**src/rtl/key_expansion_pkg.sv**
```systemverilog
// Shared definitions for the S-AES key schedule: widths, default round
// constants, FSM states and the 4-bit S-box.
package key_expansion_pkg;

  localparam int unsigned NIB_W  = 4;
  localparam int unsigned WORD_W = 8;

  localparam logic [WORD_W-1:0] RCON1_DEF = 8'h80;
  localparam logic [WORD_W-1:0] RCON2_DEF = 8'h30;

  typedef enum logic [1:0] {
    IDLE = 2'd0,
    R1   = 2'd1,
    R2   = 2'd2,
    DONE = 2'd3
  } state_t;

  function automatic logic [NIB_W-1:0] sbox(input logic [NIB_W-1:0] n);
    logic [NIB_W-1:0] s;
    case (n)
      4'h0: s = 4'h9;
      4'h1: s = 4'h4;
      4'h2: s = 4'hA;
      4'h3: s = 4'hB;
      4'h4: s = 4'hD;
      4'h5: s = 4'h1;
      4'h6: s = 4'h8;
      4'h7: s = 4'h5;
      4'h8: s = 4'h6;
      4'h9: s = 4'h2;
      4'hA: s = 4'h0;
      4'hB: s = 4'h3;
      4'hC: s = 4'hC;
      4'hD: s = 4'hE;
      4'hE: s = 4'hF;
      default: s = 4'h7;
    endcase
    return s;
  endfunction

  function automatic logic [WORD_W-1:0] rot_nib(input logic [WORD_W-1:0] w);
    return {w[NIB_W-1:0], w[WORD_W-1:NIB_W]};
  endfunction

endpackage

```
**src/rtl/key_expansion_sub_nib.sv**
```systemverilog
// SubNib stage of g(): substitutes each nibble of an 8-bit word through the S-box.
module sub_nib
  import key_expansion_pkg::*;
(
  input  logic [WORD_W-1:0] din,
  output logic [WORD_W-1:0] dout
);

  assign dout = {sbox(din[WORD_W-1:NIB_W]), sbox(din[NIB_W-1:0])};

endmodule

```
**src/rtl/key_expansion.sv**
```systemverilog
// Sequential S-AES key schedule: one g() round per clock through a single
// shared sub_nib datapath, K0..K2 presented with a valid/ready handshake.
module key_expansion
  import key_expansion_pkg::*;
#(
  parameter logic [WORD_W-1:0] RCON1 = RCON1_DEF,
  parameter logic [WORD_W-1:0] RCON2 = RCON2_DEF
) (
  input  logic        clk,
  input  logic        rst_n,
  input  logic        in_valid,
  output logic        in_ready,
  input  logic [15:0] key_in,
  output logic        key_valid,
  input  logic        key_ready,
  output logic [15:0] k0,
  output logic [15:0] k1,
  output logic [15:0] k2
);

  state_t state, state_nxt;

  logic [WORD_W-1:0] g_sel, g_in, g_out;
  logic [WORD_W-1:0] w2, w3, w4, w5;

  // k0/k1 double as the w0..w3 working registers for the following round
  assign g_sel = (state == R2) ? k1[WORD_W-1:0] : k0[WORD_W-1:0];
  assign g_in  = rot_nib(g_sel);

  sub_nib u_g (
    .din  (g_in),
    .dout (g_out)
  );

  assign w2 = k0[15:8] ^ RCON1 ^ g_out;
  assign w3 = w2 ^ k0[7:0];
  assign w4 = k1[15:8] ^ RCON2 ^ g_out;
  assign w5 = w4 ^ k1[7:0];

  assign in_ready = (state == IDLE);

  always_comb begin
    state_nxt = state;
    case (state)
      IDLE:    if (in_valid) state_nxt = R1;
      R1:      state_nxt = R2;
      R2:      state_nxt = DONE;
      DONE:    if (key_ready) state_nxt = IDLE;
      default: state_nxt = IDLE;
    endcase
  end

  always_ff @(posedge clk or negedge rst_n) begin
    if (!rst_n) begin
      state     <= IDLE;
      key_valid <= 1'b0;
      k0        <= '0;
      k1        <= '0;
      k2        <= '0;
    end else begin
      state     <= state_nxt;
      key_valid <= (state_nxt == DONE);
      case (state)
        IDLE:    if (in_valid) k0 <= key_in;
        R1:      k1 <= {w2, w3};
        R2:      k2 <= {w4, w5};
        default: ;
      endcase
    end
  end

endmodule
```
**config.mk**
```make
export PLATFORM = sky130hd
export DESIGN_NAME = key_expansion
export DESIGN_NICKNAME = d
export VERILOG_FILES = /design/src/rtl/key_expansion_pkg.sv /design/src/rtl/key_expansion_sub_nib.sv /design/src/rtl/key_expansion.sv
export SDC_FILE = /design/constraint.sdc
export NUM_CORES = 1
export LEC_CHECK = 0
export ABC_CLOCK_PERIOD_IN_PS = 4500
export CAP_MARGIN = 20
export CELL_PAD_IN_SITES_DETAIL_PLACEMENT = 2
export CELL_PAD_IN_SITES_GLOBAL_PLACEMENT = 2
export CORE_MARGIN = 10
export CORE_UTILIZATION = 34
export CTS_CLUSTER_DIAMETER = 120
export DETAILED_ROUTE_END_ITERATION = 8
export PLACE_DENSITY_LB_ADDON = 0.3
export REMOVE_ABC_BUFFERS = 1
export SETUP_SLACK_MARGIN = 0.02
export SLEW_MARGIN = 10
export SYNTH_ARGS = -nofsm -noshare
export SYNTH_HDL_FRONTEND = slang
export SYNTH_SLANG_ARGS = --single-unit
export TNS_END_PERCENT = 5
```
**constraint.sdc**
```tcl
create_clock -name clk -period 4.5 [get_ports clk]
set_input_delay 0.675 -clock clk [delete_from_list [all_inputs] [get_ports clk]]
set_output_delay 0.675 -clock clk [all_outputs]
set_load 0.1 [all_outputs]
```
==> results.yml <==
# flow metrics
final_layout:
  drive_above_1_share_pct: 10.68
  antenna_cells: 0
  final_nets: 416
  syn2layout_area_growth_pct: 25.32
  nFillCells: 1003
yosys:
  netlist_area_sq_mm: 0.003257
  mux_share_pct: 11.83
  yosysWarnings: 0
  syn-instance-count: 329
  synth_flops: 51
  synth-simple-area-share_pct: 14.68
  yosysUniqueCellTypes: 51
  yosys.stat.seqShare_pct: 39.19
  ys_cells: 329
  syn_avg_cell_area_sq_um: 9.899
  xor_area_share_pct: 11.68
  top_logic_kind: "simple AND/OR/NAND/NOR gates"
  ys_sh_aoi_pct: 12.95
  ys_sh_adder_pct: 4.994
  yosys_area_sq_mm: 0.003257
cts:
  cts_buffers: 5
  clkTransAtPathRegs_ps: 100
  cts_setup_buffers: 0
  h-tree-depth: 2
  cts-resized-gates: 0
  cts_hold_buf: 0
  tritoncts: "done"
  clock_path_buffers: 2
  clockRootBuffer: "clkbuf_8"
drt:
  drt_iter0_markers: 73
  wl_per_cell_um: 18.85
  drc_errors: 0
  firstDrtPassIters: 5
  vias: 2608
  ant_nets: 0
  wl_mm: 9.668
  via_per_inst: 5.084
sta:
  grt_setup_unrepaired: "false"
  finalClockPeriodUsage_pct: 65.69
  hold_viol: 0
  fin_worst_skew_ps: 14.07
  clock.fmax_ghz: 0.3383
  tightest_slew_ps: 993.1
  timing.max_slew.rel_slack_pct: 33.79
  fin_tns_setup_ps: 0
  whs_ps: 456.9
  period_minus_slack_ps: 2956
  timing.final.setup_violations: 0
  slew_viol_final: 0
placed_design:
  port_buffers: 69
  gp_congestion: 0.7910
  hpwl_mm: 6.922
grt:
  grt_pass1_wl_mm: 16.32
  gr-total-overflow: 0
  grt_max_degree: 52
  first_global_vias: 2921
  antenna_found_initial: 0
  grt_use_total_pct: 14.13
setup_path:
  cpMaxStageDelayCell: "clkdlybuf4s50_1"
  crit_path_start_kind: "flip-flop"
  crit_end: "k1[7]"
  regToRegSetupSlack_ps: 1560
  cp-startpoint: "k1[7]"
  cp.arrival_ps: 2280
  cp.depth: 1
  critPathBufInv: 1
  path_cells: "clkdlybuf4s50_1"
  rr_worst_depth: 11
  rr_endpoint: "k1[2]"
  crit_path_end_kind: "output port"
  cp.required_ps: 3830
  cp_slowest_stage_delay_ps: 1250
  path_max_fanout: 15
  r2r-start: "state[0]"
  cp_top_family: "buffers and inverters"
  crit_type: "reg2out"
die:
  chipWidth_um: 117.9
  coreArea_sq_mm: 0.009284
  io_pins: 70
  fp.dieH_um: 117.9
  fp-utilization_pct: 35.08
  die_area_sq_mm: 0.01389
  rows: 35
status:
  status: "complete, no violations"
worst_hold_path:
  hp-class: "in2async"
run:
  cap_violations: 0
  warning_count: 36
registers in the layout (all words and copies together), names as in the netlist:
signal     flops
state          2
k0            16
k1            16
k2            16
key_valid      1
metrics by stage:
step	cell area, sq um	util [%]	setup WS (ps)	cells
floorplan	3131	-	1597	305
global placement	3985	42.92	1793	504
detailed placement	3985	42.92	1607	504
CTS	4066	43.80	1527	512
global route	4081	43.96	1342	513
finish	4081	43.96	1544	513
cells in the final DEF, fill, tap and decap left out, types with 2 or more instances in the layout:
master	instances
a2111oi_0	2
clkbuf_8	5
nand3_1	8
a21oi_1	9
nor2_1	14
nand3b_1	3
mux2_2	20
a21oi_2	2
clkbuf_1	2
o211ai_2	2
dfrtp_1	51
xnor3_1	6
nor3_1	2
a31oi_4	2
o21ai_1	2
and2_1	2
xor2_1	10
o21ai_0	28
inv_1	7
clkdlybuf4s50_1	68
nand2b_1	6
ha_1	13
a31oi_1	3
nand2_1	55
nor2b_1	2
o31ai_1	4
xnor2_1	18
a211oi_1	2
mux2i_1	12
cell type report:
type                    instances  area (sq um)  share of cell area [%]
clock inverters                 1         5.005                  0.1226
repair buffers                 71         708.2                   17.35
clock buffers                   7         76.32                   1.870
inverters                       7         26.28                  0.6438
flip-flops and latches         51          1276                   31.27
multi-input cells             247          1828                   44.79
well taps                     129         161.4                   3.955
layer usage:
metal / global-route usage (%) / wire length (um) / vias to the layer above
li1: - / - / 1227
met1: 16.55 / 4291 / 1328
met2: 25.21 / 4846 / 45
met3: 3.118 / 376 / 8
met4: 3.864 / 154 / 0
met5: 0 / 0 / -
cells in the mapped netlist, drive strengths merged:
cell,instances,area [sq um]
a21oi,11,62.56
nand2b,7,51.30
nand3b,3,22.52
a2111oi,2,17.52
o2111ai,1,8.760
and2b,1,10.01
a31oi,5,61.31
nand2,55,206.5
and2,2,12.51
xnor2,18,157.7
or3,1,6.260
a21o,1,7.510
a32oi,1,8.760
o21ai,30,150.1
xor2,10,87.58
and4b,1,10.01
nor2b,2,12.51
o211ai,3,32.53
and4,1,8.760
nand3,8,40.04
ha,13,162.7
dfrtp,51,1276
buf,12,81.32
xnor3,6,135.1
mux2,22,251.5
inv,7,26.28
nor3b,1,7.510
nor2,14,52.55
nor4,1,6.260
nor3,2,10.01
o31ai,5,42.54
mux2i,13,133.9
clkbuf,12,45.04
a211oi,2,15.01
or2,2,12.52
a21boi,2,15.02
and3b,1,8.760
worst min path at each step:
stage,startpoint,endpoint,slack (ps),cells after the start
floorplan,rst_n,k0[0],380,0
global placement,k2[10],k2[10],460,2
detailed placement,k2[15],k2[15],480,2
CTS,k2[15],k2[15],500,2
global route,k2[15],k2[15],540,2
finish,rst_n,k1[7],460,2
Fig. 1: clock nets
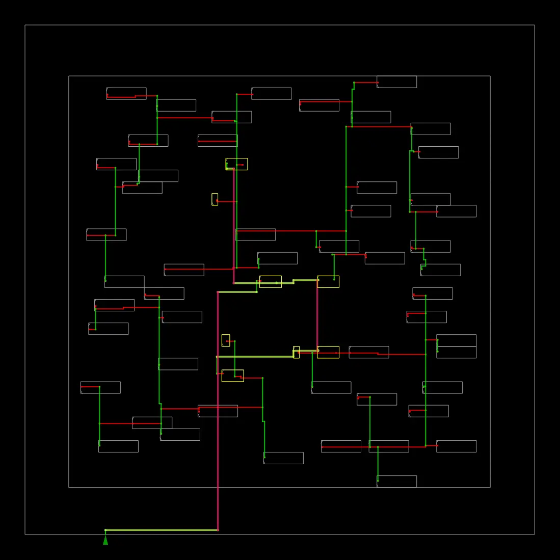
Latency at later pin: 320 ps
total clock sinks: 51
Clock buffer cells: 7
flop count: 51

Fig. 2: sequential cells colored by netlist name
The bar under the picture is 20 um long. Other sequential cells in the stronger gray, the rest of the logic in the fainter gray.
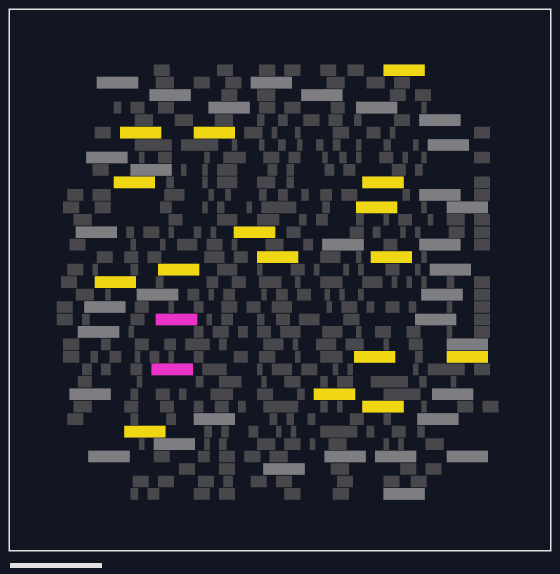
color	name in the netlist	sequential cells
magenta	state	2
yellow	k1	16
not colored	33
fraction of area in registers: 31.27%
register area: 0.001276 sq mm

